## config.mk

```make
export PLATFORM = sky130hd
export DESIGN_NAME = wb_stage
export DESIGN_NICKNAME = d
export VERILOG_FILES = /design/src/rtl/mips_pkg.sv /design/src/rtl/load_formatter.sv /design/src/rtl/wb_stage.sv
export SDC_FILE = /design/constraint.sdc
export NUM_CORES = 1
export LEC_CHECK = 0
export ABC_AREA = 1
export CAP_MARGIN = 0
export CORE_MARGIN = 5
export CORE_UTILIZATION = 45
export DETAILED_ROUTE_END_ITERATION = 7
export PLACE_DENSITY = 0.74
export SLEW_MARGIN = 0
export SYNTH_ARGS = -nofsm -noshare
export SYNTH_HDL_FRONTEND = slang
export SYNTH_SLANG_ARGS = --single-unit
```

## constraint.sdc

```tcl
create_clock -name CLK -period 11.9 [get_ports CLK]
set_clock_uncertainty 0.1 [all_clocks]
set_input_delay 1.785 -clock CLK [delete_from_list [all_inputs] [get_ports CLK]]
set_output_delay 1.785 -clock CLK [all_outputs]
set_load 0.03 [all_outputs]
```

## src/rtl/mips_pkg.sv

```systemverilog
// Shared constants and the MEM/WB pipeline entry layout for the 5-stage MIPS datapath.
package mips_pkg;
    localparam logic [1:0] WB_SEL_ALU  = 2'd0;
    localparam logic [1:0] WB_SEL_MEM  = 2'd1;
    localparam logic [1:0] WB_SEL_LINK = 2'd2;
    localparam logic [1:0] WB_SEL_RSVD = 2'd3;

    localparam logic [2:0] LD_LW  = 3'd0;
    localparam logic [2:0] LD_LH  = 3'd1;
    localparam logic [2:0] LD_LHU = 3'd2;
    localparam logic [2:0] LD_LB  = 3'd3;
    localparam logic [2:0] LD_LBU = 3'd4;

    localparam logic [4:0] REG_ZERO = 5'd0;

    typedef struct packed {
        logic        valid;
        logic        reg_write;
        logic [4:0]  dest;
        logic [1:0]  wb_sel;
        logic [2:0]  load_type;
        logic [1:0]  addr_lo;
        logic [31:0] alu_result;
        logic [31:0] mem_rdata;
        logic [31:0] pc_plus8;
    } wb_entry_t;
endpackage

```

## src/rtl/load_formatter.sv

```systemverilog
// Little-endian byte/halfword extraction with sign or zero extension and alignment check.
module load_formatter
    import mips_pkg::*;
(
    input  logic [31:0] rdata,
    input  logic [1:0]  addr_lo,
    input  logic [2:0]  load_type,
    output logic [31:0] data,
    output logic        misalign
);
    logic [15:0] half;
    logic [7:0]  byte_sel;

    always_comb begin
        half = addr_lo[1] ? rdata[31:16] : rdata[15:0];
        case (addr_lo)
            2'd0:    byte_sel = rdata[7:0];
            2'd1:    byte_sel = rdata[15:8];
            2'd2:    byte_sel = rdata[23:16];
            default: byte_sel = rdata[31:24];
        endcase
    end

    always_comb begin
        data     = '0;
        misalign = 1'b0;
        case (load_type)
            LD_LW:  begin data = rdata;                           misalign = (addr_lo != 2'd0); end
            LD_LH:  begin data = {{16{half[15]}}, half};          misalign = addr_lo[0];        end
            LD_LHU: begin data = {16'h0, half};                   misalign = addr_lo[0];        end
            LD_LB:  data = {{24{byte_sel[7]}}, byte_sel};
            LD_LBU: data = {24'h0, byte_sel};
            // Reserved encodings are treated as faulting loads so they never write back.
            default: misalign = 1'b1;
        endcase
    end
endmodule

```

## src/rtl/wb_stage.sv

```systemverilog
// MEM/WB pipeline register, writeback source mux, register-file write enable and retire counter.
module wb_stage
    import mips_pkg::*;
#(
    parameter int DATA_W = 32,
    parameter int CNT_W  = 32
) (
    input  logic              CLK,
    input  logic              RESET,
    input  logic              STALL,
    input  logic              FLUSH,
    input  logic              in_valid,
    input  logic              in_reg_write,
    input  logic [4:0]        in_dest,
    input  logic [1:0]        in_wb_sel,
    input  logic [2:0]        in_load_type,
    input  logic [1:0]        in_addr_lo,
    input  logic [DATA_W-1:0] in_alu_result,
    input  logic [DATA_W-1:0] in_mem_rdata,
    input  logic [DATA_W-1:0] in_pc_plus8,
    output logic [4:0]        WB_A3,
    output logic [DATA_W-1:0] WB_WD3,
    output logic              WB_WE3,
    output logic              wb_valid,
    output logic              misalign_err,
    output logic [CNT_W-1:0]  retire_cnt
);
    wb_entry_t   ent;
    logic [31:0] fmt_data;
    logic        fmt_misalign;

    always_ff @(posedge CLK or posedge RESET) begin
        if (RESET) begin
            ent <= '0;
        end else if (FLUSH) begin
            ent.valid     <= 1'b0;
            ent.reg_write <= 1'b0;
        end else if (!STALL) begin
            ent <= '{valid: in_valid, reg_write: in_reg_write, dest: in_dest,
                     wb_sel: in_wb_sel, load_type: in_load_type, addr_lo: in_addr_lo,
                     alu_result: in_alu_result, mem_rdata: in_mem_rdata,
                     pc_plus8: in_pc_plus8};
        end
    end

    // The held instruction committed on the falling edge already, so a flush does not un-retire it.
    always_ff @(posedge CLK or posedge RESET) begin
        if (RESET)                   retire_cnt <= '0;
        else if (ent.valid && !STALL) retire_cnt <= retire_cnt + CNT_W'(1);
    end

    load_formatter u_fmt (
        .rdata     (ent.mem_rdata),
        .addr_lo   (ent.addr_lo),
        .load_type (ent.load_type),
        .data      (fmt_data),
        .misalign  (fmt_misalign)
    );

    always_comb begin
        case (ent.wb_sel)
            WB_SEL_ALU:  WB_WD3 = ent.alu_result;
            WB_SEL_MEM:  WB_WD3 = fmt_data;
            WB_SEL_LINK: WB_WD3 = ent.pc_plus8;
            default:     WB_WD3 = '0;
        endcase
    end

    assign wb_valid     = ent.valid;
    assign WB_A3        = ent.dest;
    assign misalign_err = ent.valid && (ent.wb_sel == WB_SEL_MEM) && fmt_misalign;
    assign WB_WE3       = ent.valid && ent.reg_write && (ent.dest != REG_ZERO)
                          && !misalign_err && (ent.wb_sel != WB_SEL_RSVD);
endmodule
```

==> deck_impl_summary.md <==
Key Metrics from the Run

Status
  – Status: completed

Power and ir drop
  – PwrDens: approximately 150 nW/um^2
  – Switching power: 0.4807 mW
  – Flop+latch power: slightly below 0.6 mW
  – Worst vdd ir: around 0.1 mV
  – Top Consumer: sequential cells
  – Clock network power share: 0.352

Route
  – Highest routed layer: met5
  – Wire length on met2: between 10000 and 15000 um
  – Initial DRC count: roughly 390
  – Met3 WL: 1550 um
  – Remaining DRCs: 0

Logic synthesis
  – Share of synthesized registers carrying an async set or reset: 1.000
  – Cells after Synth: a little over 1000
  – Area share, top type: 0.4714
  – Aoi share: 0.1002
  – Synth cell types: 34
  – Mapped Area: roughly 7500 um^2

Finish
  – Logic area: roughly 3300 um^2
  – Flop share of the area: 0.3521
  – NonClk Buf Share: 0.1865
  – Layout Cells excl Fill: between 1000 and 1500
  – Max FFs per register: between 100 and 150
  – Area Growth Syn to Fin: 33.86%
  – Final core occ: 0.6107
  – Comb area share: 0.3241
  – Top Layout Cells: nand2_1 (406), clkdlybuf4s50_1 (185), dfrtp_1 (142)
  – Biggest register: ent
  – Final clock-cell share: 0.05790
  – Flip-flops: between 100 and 150
  – Non-CTS inverters: between 100 and 150

GRT
  – Number of global-route vias before repair: 6892
  – Initial antenna violation count: 4
  – Gr ovfl total: 0
  – First-pass GRT wire length: between 30000 and 40000 um
  – Largest net degree at the start of global routing: ~120

Flow run
  – Tool warnings: 28
  – Max-Cap Viols: 0

Placed design
  – Placement Cell Area: around 9500 um^2
  – GP Congestion: 0.8836
  – Hpwl dp: 15380 um
  – Dpl cells: around 1400
  – Placement Setup Slack: 7430 ps

STA
  – Final Setup Violations: 0
  – Post-route minimum period: approximately 4900 ps
  – Final worst slack: 7015 ps
  – Hold slack: roughly 370 ps
  – Fmax: between 0.2 and 0.25 GHz

Floorplanning
  – I/O pin cnt: around 190
  – Row cnt: 47
  – Core Area: between 15000 and 20000 um^2
  – Total die area: a little under 20000 um^2
  – Chip Width: ~140 um

Setup path
  – Worst setup EP type: primary output
  – CP arrival: about 3000 ps
  – Critical-path maximum fanout: 33
  – Startpoint types: flop
  – Worst setup path end: WB_WD3[19]
  – Worst R2R Path Depth: 8
  – Crit path DRT: 10020 ps
  – Largest stage delay, worst path: 910 ps
  – CP Depth: 11
  – Critical R2R Launch: retire_cnt[1]
  – Most frequent CP cell: nand2_1

Clock tree
  – H-Tree Depth: 4
  – Gates resized, CTS repair: 0
  – Clock tree buffer depth: 2

Worst hold path
  – Hold path start: ent[7]
  – WHS Endpoint: ent[7]
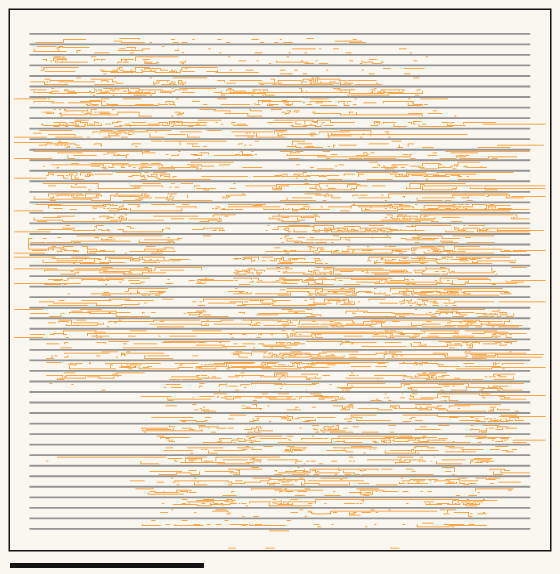
Figure 1: M1 wires.
Bar = 50 um. Supply wires on this layer in gray.
longest straight run: 43.7 um
nets with wire on the layer: 1166
share of all routed wire: 42%
met1 Use GR: 0.2725
Via Count: 6970

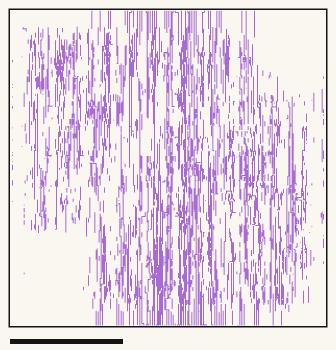
Figure 2: signal wires on met2.
Bar = 50 um.
wire length on this layer: 10200 um
nets with wire on the layer: 1021
share of all routed wire: 48%
longest straight run: 57.1 um
main direction: vertical
final wirelength: 21220 um
GR Layer Usage met2: 0.3588

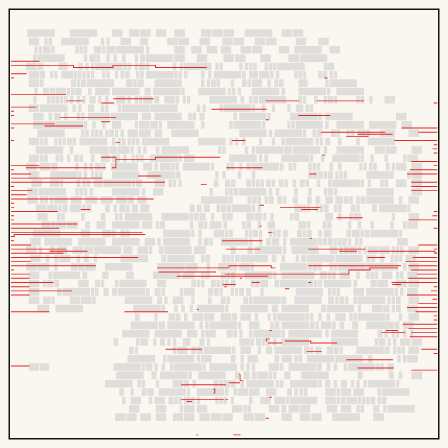
Figure 3: metal 3.
wire length on this layer: 1550 um
main direction: horizontal
met3 Use GR: 0.07170

No activity file was given, so power comes from the tool's default toggle rates.
